$ cat src/rtl/rv32i_icache.sv
// ---------------------------------------------------------------------------
// rv32i_icache
//   Direct-mapped, read-only instruction cache between the RV32i fetch port
//   and a word-wide instruction memory.
//   A hit returns data in the same cycle. A miss starts a refill of the whole
//   line, one word per memory handshake, and keeps imem_valid_o low until the
//   refill is done. Fetch is stalled for that time.
//   flush_i (fence.i) invalidates every line. Saturating counters record hit
//   cycles and refills started.
//
// Ports
//   clk_i, resetn_i             clock (rising edge), async active-low reset
//   imem_add_i                  fetch byte address (bits [1:0] ignored)
//   imem_data_o / imem_valid_o  fetched word / hit this cycle
//   flush_i                     invalidate all lines (1-cycle pulse)
//   mem_req_o / mem_add_o       refill word request and its byte address
//   mem_ack_i / mem_data_i      refill word returned this cycle
//   hit_cnt_o / miss_cnt_o      hit cycles / refills started (saturating)
// ---------------------------------------------------------------------------
module rv32i_icache #(
  parameter int NB_LINES   = 16,
  parameter int LINE_WORDS = 4,
  parameter int CNT_W      = 32
) (
  input  logic             clk_i,
  input  logic             resetn_i,
  input  logic [31:0]      imem_add_i,
  output logic [31:0]      imem_data_o,
  output logic             imem_valid_o,
  input  logic             flush_i,
  output logic             mem_req_o,
  output logic [31:0]      mem_add_o,
  input  logic             mem_ack_i,
  input  logic [31:0]      mem_data_i,
  output logic [CNT_W-1:0] hit_cnt_o,
  output logic [CNT_W-1:0] miss_cnt_o
);

  localparam int WORD_W = $clog2(LINE_WORDS);
  localparam int OFF_W  = WORD_W + 2;
  localparam int IDX_W  = $clog2(NB_LINES);
  localparam int TAG_W  = 32 - IDX_W - OFF_W;
  localparam int LINE_W = 32 - OFF_W;           // line address = {tag, idx}

  typedef enum logic {
    S_IDLE,
    S_REFILL
  } state_e;

  // Lookup fields of the fetch address.
  logic [IDX_W-1:0]  idx;
  logic [TAG_W-1:0]  tag_in;
  logic [WORD_W-1:0] word_sel;
  logic              unused_addr_bits;

  assign idx              = imem_add_i[OFF_W +: IDX_W];
  assign tag_in           = imem_add_i[31 -: TAG_W];
  assign word_sel         = imem_add_i[OFF_W-1:2];
  assign unused_addr_bits = ^imem_add_i[1:0];

  // Tag and data storage.
  logic [TAG_W-1:0] tag_mem  [NB_LINES];
  logic [31:0]      data_mem [NB_LINES*LINE_WORDS];

  // Control state.
  state_e             state_q, state_d;
  logic [NB_LINES-1:0] valid_q, valid_d;
  logic [LINE_W-1:0]  line_q, line_d;
  logic [WORD_W-1:0]  word_q, word_d;
  logic               flush_pend_q, flush_pend_d;
  logic               req_q, req_d;
  logic [CNT_W-1:0]   hit_cnt_q, hit_cnt_d;
  logic [CNT_W-1:0]   miss_cnt_q, miss_cnt_d;

  // Refill target, taken from the latched line address.
  logic [IDX_W-1:0] fill_idx;
  logic [TAG_W-1:0] fill_tag;
  logic             last_word;
  logic             data_we;
  logic             tag_we;
  logic             hit;

  assign fill_idx  = line_q[IDX_W-1:0];
  assign fill_tag  = line_q[IDX_W +: TAG_W];
  assign last_word = (word_q == WORD_W'(LINE_WORDS - 1));

  // req_q is always high in S_REFILL, so an ack there is a real handshake.
  // Acks seen in S_IDLE are dropped.
  assign data_we = (state_q == S_REFILL) && mem_ack_i;
  assign tag_we  = data_we && last_word;

  // An invalid line's tag may be uninitialised. The valid bit gates it out.
  assign hit          = valid_q[idx] && (tag_mem[idx] == tag_in);
  assign imem_valid_o = hit && (state_q == S_IDLE) && !flush_i;
  assign imem_data_o  = imem_valid_o ? data_mem[{idx, word_sel}] : 32'h0;

  assign mem_req_o  = req_q;
  assign mem_add_o  = {line_q, word_q, 2'b00};
  assign hit_cnt_o  = hit_cnt_q;
  assign miss_cnt_o = miss_cnt_q;

  // Next-state logic.
  // NOTE: every _d gets its _q value first, so paths that do not assign it
  // hold state instead of inferring a latch.
  always_comb begin
    state_d      = state_q;
    valid_d      = valid_q;
    line_d       = line_q;
    word_d       = word_q;
    flush_pend_d = flush_pend_q;
    req_d        = req_q;
    hit_cnt_d    = hit_cnt_q;
    miss_cnt_d   = miss_cnt_q;

    if (imem_valid_o && (hit_cnt_q != {CNT_W{1'b1}})) begin
      hit_cnt_d = hit_cnt_q + CNT_W'(1);
    end

    unique case (state_q)
      S_IDLE: begin
        if (flush_i) begin
          // A flush wins over a miss. The refill is tried again next cycle.
          valid_d = '0;
        end else if (!hit) begin
          state_d      = S_REFILL;
          line_d       = imem_add_i[31:OFF_W];
          word_d       = '0;
          req_d        = 1'b1;
          flush_pend_d = 1'b0;
          if (miss_cnt_q != {CNT_W{1'b1}}) begin
            miss_cnt_d = miss_cnt_q + CNT_W'(1);
          end
        end
      end

      S_REFILL: begin
        // The bus transaction is never aborted. A flush is remembered and
        // applied once the line has been filled.
        if (flush_i) begin
          flush_pend_d = 1'b1;
        end
        if (mem_ack_i) begin
          if (last_word) begin
            state_d      = S_IDLE;
            req_d        = 1'b0;
            flush_pend_d = 1'b0;
            if (flush_pend_q || flush_i) begin
              valid_d = '0;
            end else begin
              valid_d[fill_idx] = 1'b1;
            end
          end else begin
            word_d = word_q + WORD_W'(1);
          end
        end
      end

      default: state_d = S_IDLE;
    endcase
  end

  // NOTE: sequential state uses non-blocking assignments, so every flop
  // samples the values from before the edge.
  always_ff @(posedge clk_i or negedge resetn_i) begin
    if (!resetn_i) begin
      state_q      <= S_IDLE;
      valid_q      <= '0;
      line_q       <= '0;
      word_q       <= '0;
      flush_pend_q <= 1'b0;
      req_q        <= 1'b0;
      hit_cnt_q    <= '0;
      miss_cnt_q   <= '0;
    end else begin
      state_q      <= state_d;
      valid_q      <= valid_d;
      line_q       <= line_d;
      word_q       <= word_d;
      flush_pend_q <= flush_pend_d;
      req_q        <= req_d;
      hit_cnt_q    <= hit_cnt_d;
      miss_cnt_q   <= miss_cnt_d;
    end
  end

  // NOTE: the tag and data arrays have no reset. The valid bits decide what
  // is readable, so the arrays can map onto plain RAM.
  always_ff @(posedge clk_i) begin
    if (data_we) begin
      data_mem[{fill_idx, word_q}] <= mem_data_i;
    end
    if (tag_we) begin
      tag_mem[fill_idx] <= fill_tag;
    end
  end

endmodule

$ cat config.mk
export PLATFORM = sky130hd
export DESIGN_NAME = rv32i_icache
export DESIGN_NICKNAME = d
export VERILOG_FILES = /design/src/rtl/rv32i_icache.sv
export SDC_FILE = /design/constraint.sdc
export NUM_CORES = 2
export LEC_CHECK = 0
export CAP_MARGIN = 0
export CORE_UTILIZATION = 62
export DETAILED_ROUTE_END_ITERATION = 10
export HOLD_SLACK_MARGIN = 0.15
export MAX_ROUTING_LAYER = met4
export PLACE_DENSITY_LB_ADDON = 0.15
export SLEW_MARGIN = 20
export SYNTH_ARGS = -nofsm -noshare
export SYNTH_HDL_FRONTEND = slang
export SYNTH_SLANG_ARGS = --single-unit
$ cat constraint.sdc
create_clock -name clk_i -period 4.35 [get_ports clk_i]
set_input_delay 0.435 -clock clk_i [delete_from_list [all_inputs] [get_ports clk_i]]
set_output_delay 0.435 -clock clk_i [all_outputs]
set_load 0.005 [all_outputs]
==> run summary <==
yosys + openroad results -> Syn Area/Cell=23.4 sq um, Pre-antenna DRT Iters=6, cell taking the most area after synthesis=edfxtp_1, vias in the first global route=48488, grt ovf=0, WL final=255 mm, failing checks=negative setup slack, buffers plus inverters on the worst setup path=2, Resize count post-CTS=37, distinct lib cells=67, clock slew at reported path FFs=0.06 ns, ANT nets after route=0, fmax=216 MHz, Largest cell class=registers, crit-path max FO=35, first-pass GRT wire length=359 mm, status=finished, violations left, Crit path required time=3.91 ns, CTS Buffer Depth=3, crit path DAT=4.19 ns, yosys synthesis chip area=98600 sq um, Seq pwr share=53.9%, Final Util=71.8%, top post-synthesis cells by area=edfxtp_1, mux4_2, dfrtp_1, mux2i_1, mux2_2, # setup viols final=14, most frequent cell after synthesis=edfxtp_1, multi-input gates=1441, most numerous logic cells after layout=edfxtp_1, mux4_2, clkbuf_16, buf_4, clkdlybuf4s50_1, max FFs per register=2048, and-or/or-and share of the synthesized area=0.694%, critical path startpoint category=register, I/O pin count=198, seq pwr=0.0291 W, multi-input logic area=22200 sq um, Main logic family=multiplexers, final worst slack=-0.274 ns, area grow syn2layout=14.4%, Max-Cap Viols=0, Remaining DRCs=0, XOR Share, Synth=0.773%, Switching Power=0.0124 W, met1 GRT Util=44.9%, number of clock-tree buffers in the layout=303, yosys stat cell total=4221, Critical Path, Cell by Cell=mux4_2 > mux4_2 > xnor2_2 > nand4_1 > nor4_4 > nand4_1 > buf_12 > nor2b_1 > clkdlybuf4s50_1, Ys Warns=0, combinational share of cell area=19.7%, Largest regs=data_mem: 2048 flops, tag_mem: 384 flops, post-layout min period=4.62 ns, Registers, synthesis=2545, busiest grt layer=met2, WL met3=29.7 mm, met2 GRT Util=50.8%, clock share of power=37.8%, Relative slew margins=22.5%, wire per inst=36.6 microns
final timing paths:
check,start,end,slack (ns),cells past startpoint
max,tag_mem[10][4]$_DFFE_PP_,imem_data_o[7],-0.27,9
min,imem_add_i[9],line_q[5]$_DFFE_PN0P_,0.28,2
max reg2reg,tag_mem[10][4]$_DFFE_PP_,hit_cnt_o[31]$_DFFE_PN0P_,0.91,10
min reg2reg,miss_cnt_o[16]$_DFFE_PN0P_,miss_cnt_o[16]$_DFFE_PN0P_,0.49,1
max in group asynchronous,resetn_i,hit_cnt_o[9]$_DFFE_PN0P_,3.10,4
min in group asynchronous,resetn_i,line_q[10]$_DFFE_PN0P_,0.73,4
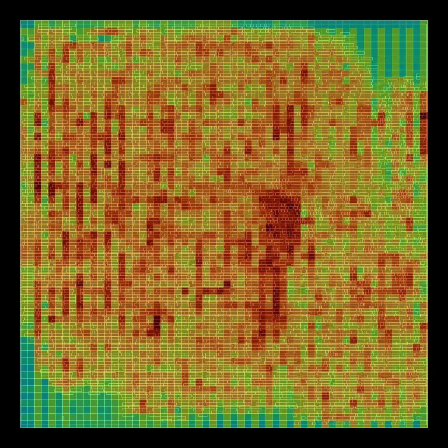
Fig. 1. Routing congestion map.
GRT met3 Usage: 6.80%
GRT Resource Usage Total: 33.1%

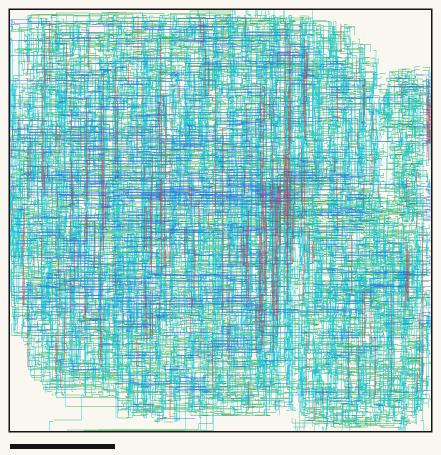
Fig. 2. Signal wires by layer.
The bar under the picture is 100 microns long.
Key: M3 = blue [wire length 29.7 mm]; M4 = red [wire length 9920 microns]; M2 = cyan [wire length 124 mm]; M1 = green [wire length 91.0 mm]

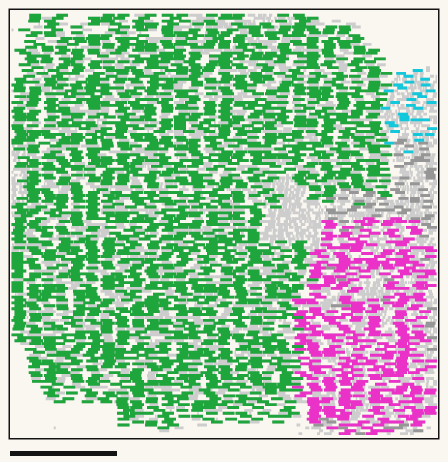
Fig. 3. Sequential cells grouped by signal name.
The bar under the picture is 100 microns long. Other sequential cells in the stronger gray, the rest of the logic in the fainter gray.
Key: tag_mem = magenta [flops 384]; data_mem = green [flops 2048, where all over the die]; hit_cnt_o = cyan [flops 32, where top right]
Another 81 sequential cells are not colored.

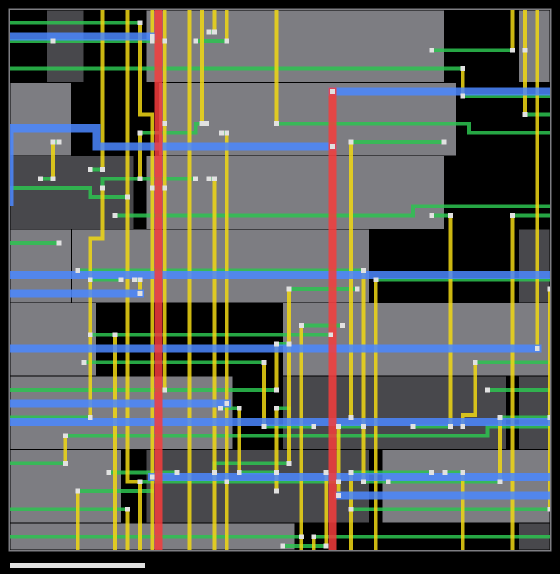
Fig. 4. Zoomed window.
The bar under the picture is 5 microns long. Window x 190 to 210, y 271 to 291 microns. Cells in gray, sequential cells in the stronger gray; small squares are vias.
Key: M1 = green; M4 = red; M3 = blue; M2 = yellow
12 logic cells have their middle in the window. Netlist names of flops here include data_mem (7). Most frequent: edfxtp_1 (7), mux4_2 (3). Sequential cells in the window: 7.

Power is estimated from default activity; no workload was simulated.
